### Clock distribution, run 1

Scale: 8 px per um.
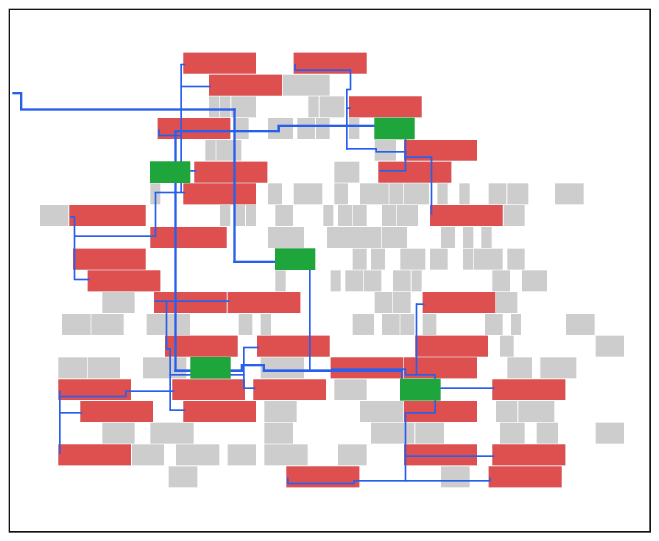
### Wiring by layer, run 1

Scale: 8 px per um. Only two layers are drawn.
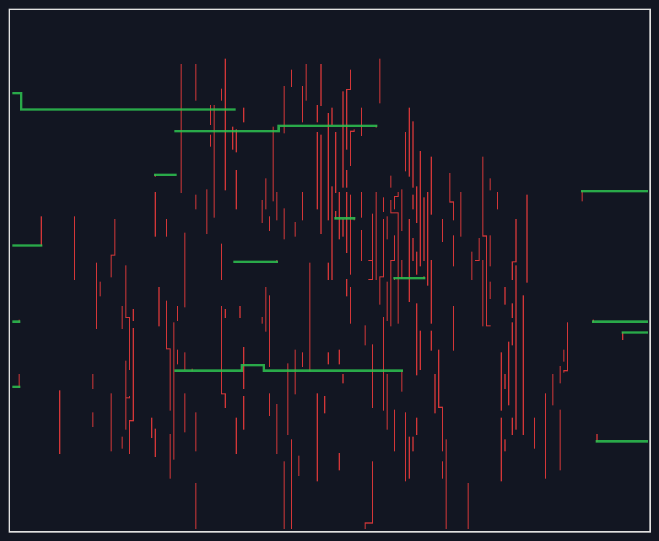
### Supply network, run 1

Scale: 6 px per um. Pins as bars on the die edge.
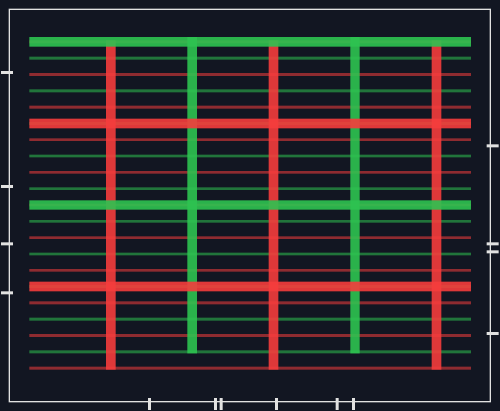
**config.mk**
```make
export PLATFORM = sky130hd
export DESIGN_NAME = uart_receiver_flat
export DESIGN_NICKNAME = d
export VERILOG_FILES = /design/src/rtl/uart_receiver_if.sv /design/src/rtl/uart_receiver.sv /design/src/flat_wrapper.sv
export SDC_FILE = /design/constraint.sdc
export NUM_CORES = 1
export LEC_CHECK = 0
export CORE_ASPECT_RATIO = 0.8
export CORE_MARGIN = 3
export CORE_UTILIZATION = 35
export CTS_CLUSTER_DIAMETER = 80
export CTS_CLUSTER_SIZE = 8
export DETAILED_ROUTE_END_ITERATION = 10
export PLACE_DENSITY = 0.54
export SKIP_LAST_GASP = 1
export SYNTH_ARGS = -nofsm -noshare
export SYNTH_HDL_FRONTEND = slang
export SYNTH_SLANG_ARGS = --single-unit
```
**constraint.sdc**
```tcl
create_clock -name clk -period 2.35 [get_ports clk]
set_input_delay 0.235 -clock clk [delete_from_list [all_inputs] [get_ports clk]]
set_output_delay 0.235 -clock clk [all_outputs]
set_load 0.02 [all_outputs]
```
**src/rtl/uart_receiver_if.sv**
```systemverilog
// uart_receiver_if: serial input and parallel result bus of the 8N1 UART receiver.
// The slave side is the receiver; the master side drives the line and consumes bytes.
interface uart_receiver_if;
    logic       rx;
    logic [7:0] data_out;
    logic       valid;
    logic       framing_err;
    logic       busy;

    modport master (
        output rx,
        input  data_out,
        input  valid,
        input  framing_err,
        input  busy
    );

    modport slave (
        input  rx,
        output data_out,
        output valid,
        output framing_err,
        output busy
    );
endinterface

```
**src/rtl/uart_receiver.sv**
```systemverilog
// uart_receiver: 8N1 UART receiver with a two-flop input synchronizer.
// The start bit is confirmed half a bit in. After that, every sample lands in the
// middle of a bit. A good stop bit latches the byte and gives a one-cycle valid
// pulse. A bad stop bit gives a one-cycle framing_err pulse, and then the receiver
// waits for the line to go idle.
module uart_receiver #(
    parameter int CLKS_PER_BIT = 8,
    parameter int CNT_W        = 8
) (
    input  logic           clk,
    input  logic           rst,
    uart_receiver_if.slave bus
);

    localparam logic [2:0] IDLE      = 3'd0;
    localparam logic [2:0] START     = 3'd1;
    localparam logic [2:0] DATA      = 3'd2;
    localparam logic [2:0] STOP      = 3'd3;
    localparam logic [2:0] WAIT_IDLE = 3'd4;

    localparam logic [CNT_W-1:0] HALF_CNT = CNT_W'(CLKS_PER_BIT / 2 - 1);
    localparam logic [CNT_W-1:0] LAST_CNT = CNT_W'(CLKS_PER_BIT - 1);

    logic             sync1_q;
    logic             sync2_q;
    logic             rxS;

    logic [2:0]       state_q,   state_d;
    logic [CNT_W-1:0] cnt_q,     cnt_d;
    logic [2:0]       bitIdx_q,  bitIdx_d;
    logic [7:0]       shift_q,   shift_d;
    logic [7:0]       dataOut_q, dataOut_d;
    logic             valid_q,   valid_d;
    logic             ferr_q,    ferr_d;

    // Two-flop synchronizer. It resets to the idle-high line level.
    always_ff @(posedge clk or negedge rst) begin
        if (!rst) begin
            sync1_q <= 1'b1;
            sync2_q <= 1'b1;
        end else begin
            sync1_q <= bus.rx;
            sync2_q <= sync1_q;
        end
    end

    assign rxS = sync2_q;

    // Next-state logic: framing FSM, bit-period counter, shifter and output strobes.
    always_comb begin
        state_d   = state_q;
        cnt_d     = cnt_q;
        bitIdx_d  = bitIdx_q;
        shift_d   = shift_q;
        dataOut_d = dataOut_q;
        valid_d   = 1'b0;
        ferr_d    = 1'b0;

        case (state_q)
            IDLE: begin
                cnt_d = '0;
                if (!rxS) begin
                    state_d = START;
                end
            end

            START: begin
                if (cnt_q == HALF_CNT) begin
                    cnt_d = '0;
                    if (!rxS) begin
                        state_d  = DATA;
                        bitIdx_d = 3'd0;
                    end else begin
                        state_d = IDLE;
                    end
                end else begin
                    cnt_d = cnt_q + CNT_W'(1);
                end
            end

            DATA: begin
                if (cnt_q == LAST_CNT) begin
                    cnt_d   = '0;
                    shift_d = {rxS, shift_q[7:1]};
                    if (bitIdx_q == 3'd7) begin
                        state_d  = STOP;
                        bitIdx_d = 3'd0;
                    end else begin
                        bitIdx_d = bitIdx_q + 3'd1;
                    end
                end else begin
                    cnt_d = cnt_q + CNT_W'(1);
                end
            end

            STOP: begin
                if (cnt_q == LAST_CNT) begin
                    cnt_d = '0;
                    if (rxS) begin
                        dataOut_d = shift_q;
                        valid_d   = 1'b1;
                        state_d   = IDLE;
                    end else begin
                        ferr_d  = 1'b1;
                        state_d = WAIT_IDLE;
                    end
                end else begin
                    cnt_d = cnt_q + CNT_W'(1);
                end
            end

            WAIT_IDLE: begin
                cnt_d = '0;
                if (rxS) begin
                    state_d = IDLE;
                end
            end

            default: begin
                state_d  = IDLE;
                cnt_d    = '0;
                bitIdx_d = 3'd0;
            end
        endcase
    end

    // State and datapath registers. Reset drops any partial frame without a pulse.
    always_ff @(posedge clk or negedge rst) begin
        if (!rst) begin
            state_q   <= IDLE;
            cnt_q     <= '0;
            bitIdx_q  <= 3'd0;
            shift_q   <= 8'h00;
            dataOut_q <= 8'h00;
            valid_q   <= 1'b0;
            ferr_q    <= 1'b0;
        end else begin
            state_q   <= state_d;
            cnt_q     <= cnt_d;
            bitIdx_q  <= bitIdx_d;
            shift_q   <= shift_d;
            dataOut_q <= dataOut_d;
            valid_q   <= valid_d;
            ferr_q    <= ferr_d;
        end
    end

    assign bus.data_out    = dataOut_q;
    assign bus.valid       = valid_q;
    assign bus.framing_err = ferr_q;
    assign bus.busy        = (state_q != IDLE);

endmodule

```
**src/flat_wrapper.sv**
```systemverilog
// flat-port wrapper written by rule: the top's interface ports become plain ports
module uart_receiver_flat 
#(
    parameter int CLKS_PER_BIT = 8,
    parameter int CNT_W        = 8
)
  (clk, rst, bus_rx, bus_data_out, bus_valid, bus_framing_err, bus_busy);
  uart_receiver_if bus_i ();
  input  logic clk;
  input  logic rst;
  input wire logic [$bits(bus_i.rx)-1:0] bus_rx;
  output wire logic [$bits(bus_i.data_out)-1:0] bus_data_out;
  output wire logic [$bits(bus_i.valid)-1:0] bus_valid;
  output wire logic [$bits(bus_i.framing_err)-1:0] bus_framing_err;
  output wire logic [$bits(bus_i.busy)-1:0] bus_busy;
  assign bus_i.rx = bus_rx;
  assign bus_data_out = bus_i.data_out;
  assign bus_valid = bus_i.valid;
  assign bus_framing_err = bus_i.framing_err;
  assign bus_busy = bus_i.busy;
  uart_receiver #(.CLKS_PER_BIT(CLKS_PER_BIT), .CNT_W(CNT_W)) u_core (.clk(clk), .rst(rst), .bus(bus_i));
endmodule
```
==> run summary, run 1 <==
reg-to-reg endpoint: u_core.bus.data_out[3]
CTS Hold Bufs: 0
Most Crowded Layer GR: met1
Synth area leader: dfrtp_1
largest net degree at the start of global routing: 35
Cell Pwr Density: 810 nW/um^2
Die X: 79.9 um
non-filler cells in the finished layout: 197
Antenna diodes: 0
tap cells: 55
startpoint types: flip-flop
crit path max fanout: 8
final total power: 1.47 mW
worst-path cell chain: ha_1, nor3b_4, nand3_2, or3_1, mux2_4
Non-clk bufs: 17
register area share after synthesis: 55.8%
vias in the first global route: 1040
FMAX: 471 MHz
drc violations: 0
Netlist cell types: 35
Util after Layout: 45.2%
Synth-to-Final Area Change: 18.3%
CTS root buffer: clkbuf_8
Post-CTS Setup Repair Bufs: 0
top cells by count: 32 x dfrtp_1, 9 x nor2_1, 8 x mux2_4, 7 x mux2_2, 7 x nand2_1
largest class: flip-flops and latches
DR WL met2: 1.05 mm
Sinks on Clock Net: 34
Signal buf overhead: 8.85%
GP Congestion: 0.767
M2 GR Usage: 17.3%
TritonCTS clock tree: built
aoi share: 6.13%
Max-Cap Viols: 0
Clock Latency Late Sink: 0.29 ns
Post-synth EDFFs: 0
TritonRoute pass-1 iters: 4
status: finished clean
final setup fails: 0
HP Class: in2async
WS Path Type: reg2reg
cell count listed in synth_stat.txt: 123
tool warnings: 26
cycle use final: 90.4%
Fin Clk Skew: 0.00655 ns
family with the most delay on the worst path: simple AND/OR/NAND/NOR gates
final worst slack: 0.226 ns
total congestion overflow: 0
count leader, synth: dfrtp_1
min Tclk post-route: 2.12 ns
Critical Path Stages: 5
-- 'Clock distribution' (at the start) --
[clock wires] blue | length: 414 um
[cells driving clock nets] green | count: 5
[flip-flops] red | count: 34
routed clock nets	6

-- 'Wiring by layer' (at the start) --
layer	colour	wire length
met2	red	1050 um
met3	green	128 um

-- 'Supply network' (at the start) --
net	colour
VDD	green
VSS	red
signal pins	14
met1 rails	21
met4 straps	5

-- run 1: layout by cell type, fill, tap and decap left out, types with 3 or more instances in the layout --
master	n
clkbuf_8	5
mux2_2	7
ha_1	3
inv_1	3
mux2_4	8
nand2_1	7
nor2_1	9
nor3_1	6
buf_4	4
nor2b_1	4
clkdlybuf4s50_1	13
xor2_1	4
nand3_1	6
xnor2_1	3
dfrtp_1	32
-- run 1: per-stage QoR --
stage / cell area (um^2) / hold slack, ns
floorplan: 1530 / -0.0606
global placement: 1730 / 0.346
detailed placement: 1730 / 0.349
CTS: 1810 / 0.343
global route: 1810 / 0.339
finish: 1810 / 0.349
-- run 1: report_power, final --
group	internal (mW)	leakage, nW	switching (mW)
Combinational	0.159	0.359	0.182
Sequential	0.646	0.457	0.0832
Clock	0.203	0.0373	0.193
Total	1.01	0.853	0.459
## Run 2: what changed since run 1
- ABC_AREA: unset -> 1
### Clock distribution, run 2

Scale: 6 px per um.
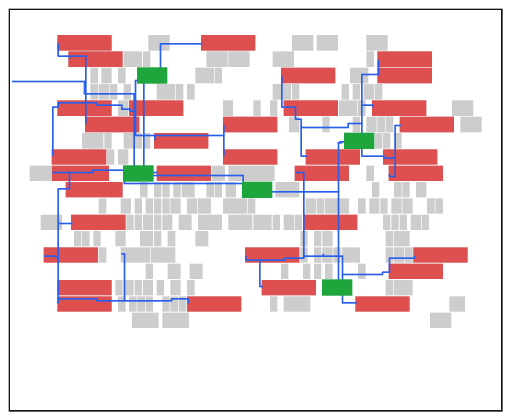
[flip-flops] red | count: 34
[cells driving clock nets] green | count: 5
[clock wires] blue | length: 441 um
routed clock nets	6

==> run 2 against run 1 <==
Against the previous run:
- cell area up 4.6%
- synthesized cell count grew 47%
- worst hold slack worse by 0.0019 ns
- combinational power increased by about 60%
- via count is 23% higher
- register-to-register slack improved by 0.55 ns
- worst setup slack improved by 0.32 ns
- core utilization down 1.3 points
- fmax grew 18%
- global-route usage shrank 0.59 points
- final cell count grew 31%
- highest routed layer unchanged
==> run summary, run 2 <==
status: finished clean
aoi share: 9.17% (+3.0 points)
CTS Hold Bufs: 0 (unchanged)
min Tclk post-route: 1.80 ns (-0.319 ns)
Cell Pwr Density: 896 nW/um^2 (+11%)
Clock Latency Late Sink: 0.28 ns (about the same)
dominant logic cell types in the final layout: 46 x nand2_1, 32 x dfrtp_1, 21 x inv_1, 20 x nor2_1, 13 x clkdlybuf4s50_1
antenna-violating nets left: 0
worst-path cell chain: nor2_1, nand2_1, clkdlybuf4s50_1
GP Congestion: 0.789 (+2.9%)
top cells by count: 46 x nand2_1, 32 x dfrtp_1, 21 x inv_1, 20 x nor2_1, 11 x nand3_1
largest net degree at the start of global routing: 35 (unchanged)
CP Buf/Inv Count: 1
Synth Net Count: 187
FMAX: 554 MHz (+18%)
register area: 853 um^2
cycle use final: 76.8% (-14 points)
Synth-to-Final Area Change: 17.6%
Critical Path Stages: 3 (-2)
tool warnings: 26 (unchanged)
Max-Cap Viols: 0 (unchanged)
non-filler cells in the finished layout: 258 (+31%)
Post-synth EDFFs: 0 (unchanged)
Critical Path Sink Type: output pin
startpoint types: flip-flop
Netlist cell types: 23 (-34%)
final worst slack: 0.546 ns (+0.319 ns)
WS Path Type: reg2out
register area share after synthesis: 53.0% (-2.8 points)
CTS root buffer: clkbuf_8
Adder Share, Synth: 2.33%
Area after DPL: 1800 um^2 (+4.2%)
Final Cell Area: 1890 um^2 (+4.6%)
cell count listed in synth_stat.txt: 181 (+47%)
vias per inst: 4.46
DR WL met2: 1.18 mm (+12%)
HP Class: in2async
final setup fails: 0 (unchanged)
Die X: 81.8 um (+2.4%)
count leader, synth: nand2_1
WHS: 0.347 ns (-0.00187 ns)
Fin Clk Skew: 0.00601 ns (-0.000540 ns)
family with the most delay on the worst path: buffers and inverters
Synth area leader: dfrtp_1
Most Crowded Layer GR: met1
Antenna diodes: 0 (unchanged)
TritonCTS clock tree: built
crit path max fanout: 5 (-3)
Util after Layout: 44.0% (-1.3 points)
share of layout cells above drive strength 1: 17.4%
Sinks on Clock Net: 34 (unchanged)
reg-to-reg endpoint: u_core.bus.data_out[1]
vias in the first global route: 1098 (+5.6%)
Commonest Layout Cell: nand2_1
M2 GR Usage: 16.3% (-0.92 points)
total congestion overflow: 0 (unchanged)
drc violations: 0 (unchanged)
TritonRoute pass-1 iters: 4 (unchanged)
CTS H-tree depth: 2
Post-CTS Setup Repair Bufs: 0 (unchanged)
### Local utilization, run 2

Scale: 3 px per um. 8 x 7 tiles, from white (low) to dark blue (high), 0 to 100% covered.
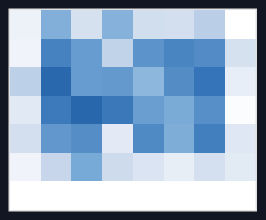
emptiest ninth of the die	bottom right
fullest tile	78%
nearly empty tiles	18%
tiles over 75% full	3.6%

run 2: cell types whose count changed after synthesis, moves of 6 or more:
cell,previous run,this run
mux2_4,8,0
o21ai_2,0,7
nand2_1,7,46
nor2_4,0,6
inv_1,3,21
o21ai_1,0,8
nor2_1,9,20
nand2_2,0,6
mux2_2,7,0
run 2: layout make-up:
class,count,area share [%]
sequential,34,45.0
clock inverter,1,0.264
inverter,24,4.89
multi-input combinational,121,34.2
clock buffer,7,4.56
tap,57,3.76
timing repair buffer,14,7.27
run 2: report_power, final:
part	total (mW)	internal, mW	switching [mW]	leakage [nW]
Sequential	0.711	0.643	0.0683	0.462
Combinational	0.547	0.185	0.362	0.344
Clock	0.439	0.236	0.203	0.0482
## Run 3: what changed since run 2
- clock period: 2.35 -> 1.75 ns (I/O delays scaled with it)
### Local utilization, run 3

Scale: 3 px per um. 8 x 7 tiles, from white (low) to dark blue (high), 0 to 100% covered.
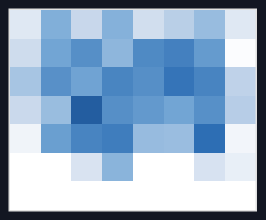
mean over tiles	34%
tiles over 75% full	3.6%
emptiest ninth of the die	bottom left
densest ninth of the die	middle
fullest tile	82%

==> run 3 against run 2 <==
Against the previous run:
- register-to-register slack got worse by 0.62 ns
- first-iteration DRC count rose by 1.7%
- flip-flop count did not move
- power rose by 36%
- highest routed layer unchanged
- global-route usage rose by 0.41 points
- largest power group unchanged
- critical endpoint is now u_core.state_q[2]
- die area did not move
- worst setup slack got worse by 0.38 ns
- area after synthesis did not move
==> run summary, run 3 <==
status: finished clean
top cells by count: 46 x nand2_1, 32 x dfrtp_1, 21 x inv_1, 20 x nor2_1, 11 x nand3_1
tap cells: 57 (unchanged)
P_int: 1.44 mW (+35%)
crit path max fanout: 8 (+3)
Critical Path Stages: 8 (+5)
layout clock buffer count: 7 (unchanged)
Adder Share, Synth: 2.33% (unchanged)
family with the most delay on the worst path: simple AND/OR/NAND/NOR gates
Logic Gate Count: 121 (unchanged)
non-filler cells in the finished layout: 259 (+0.39%)
Commonest Layout Cell: nand2_1
Non-clk bufs: 15 (+1)
seq pwr: 0.957 mW (+35%)
Synth-to-Final Area Change: 19.5%
Fin Clk Skew: 0.00359 ns (-0.00242 ns)
Worst R2R Start: u_core.cnt_q[0]
Iteration-0 DRC Markers: 61
count leader, synth: nand2_1
Worst Path Required: 1.92 ns
startpoint types: flip-flop
reg-to-reg endpoint: u_core.state_q[2]
tool warnings: 26 (unchanged)
WS Path Type: reg2reg
min Tclk post-route: 1.59 ns
Util after Layout: 44.7% (+0.70 points)
FMAX: 629 MHz
Reg power frac: 41.6% (-0.3 points)
Antenna diodes: 0 (unchanged)
vias in the first global route: 1163 (+5.9%)
Max-area cell share: 49.7%
Comb. pwr: 0.759 mW (+39%)
Inverters: 24 (unchanged)
Clock Latency Late Sink: 0.27 ns (about the same)
vias per inst: 4.56 (+2.3%)
cycle use final: 90.8%
final setup fails: 0 (unchanged)
final worst slack: 0.161 ns (-0.385 ns)
cell count listed in synth_stat.txt: 181 (unchanged)
Clock Power Share: 25.4% (-0.5 points)
largest class: flip-flops and latches
Max-Cap Viols: 0 (unchanged)
Final Cell Area: 1920 um^2 (+1.6%)
aoi share: 9.17% (unchanged)
leading power group: registers
GP Congestion: 0.798 (+1.1%)
num sequential: 34 (unchanged)
Die X: 81.8 um (unchanged)
CP Buf/Inv Count: 0 (-1)
total net switching power: 0.862 mW (+36%)
mapped cell area: 1610 um^2
yosys xor share: 1.09%
Area after DPL: 1800 um^2 (unchanged)
Post-synth EDFFs: 0 (unchanged)
Critical Path Sink Type: flip-flop
register area: 853 um^2 (unchanged)
Signal buf overhead: 8.32% (+1.1 points)
logic area: 656 um^2
Worst slew margin: 71.5%
largest net degree at the start of global routing: 35 (unchanged)
drc violations: 0 (unchanged)
clk cell area share: 4.75% (-0.075 points)
Sw Share: 37.5% (+0.20 points)
share of layout cells above drive strength 1: 17.8% (+0.41 points)
Synth Net Count: 187 (unchanged)
Sinks on Clock Net: 34 (unchanged)
CTS H-tree depth: 2 (unchanged)
pre-CTS WS: 0.130 ns
Netlist cell types: 23 (unchanged)
flop share of the area: 44.3% (-0.70 points)
DR WL met2: 1.38 mm (+17%)
Comb/total area: 34.1% (-0.14 points)
Clk. pwr: 0.584 mW (+33%)
dominant logic cell types in the final layout: 46 x nand2_1, 32 x dfrtp_1, 21 x inv_1, 20 x nor2_1, 12 x clkdlybuf4s50_1
WHS: 0.303 ns (-0.0439 ns)
register area share after synthesis: 53.0% (unchanged)
Synth area leader: dfrtp_1
### Wiring by layer, run 3

Scale: 6 px per um. Only two layers are drawn.
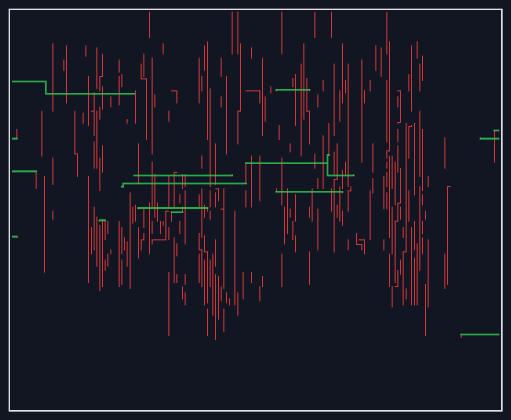
layer	colour	wire length
met3	green	127 um
met2	red	1380 um

[run 3: worst min-delay path by stage]
stage                          to  slack [ns]            from
2_1_floorplan  u_core.bitIdx_q[0]       -0.12             rst
3_3_place_gp           u_core.rxS        0.35  u_core.sync1_q
3_5_place_dp           u_core.rxS        0.35  u_core.sync1_q
4_1_cts            u_core.sync1_q        0.30          bus_rx
5_1_grt            u_core.sync1_q        0.31          bus_rx
6_report           u_core.sync1_q        0.30          bus_rx
[run 3: layer usage]
metal	up-vias	track usage (%)
li1	604	-
met1	553	16.6
met2	23	19.5
met3	2	4.46
met4	0	2.49
met5	-	0
[run 3: repair_timing]
item,4_1_cts,5_1_grt
hold buffers,0,0
setup endpoints to repair,0,21
setup buffers,0,1
gates resized,0,2
Power figures rest on the tool's default switching activity, not on a simulated workload.
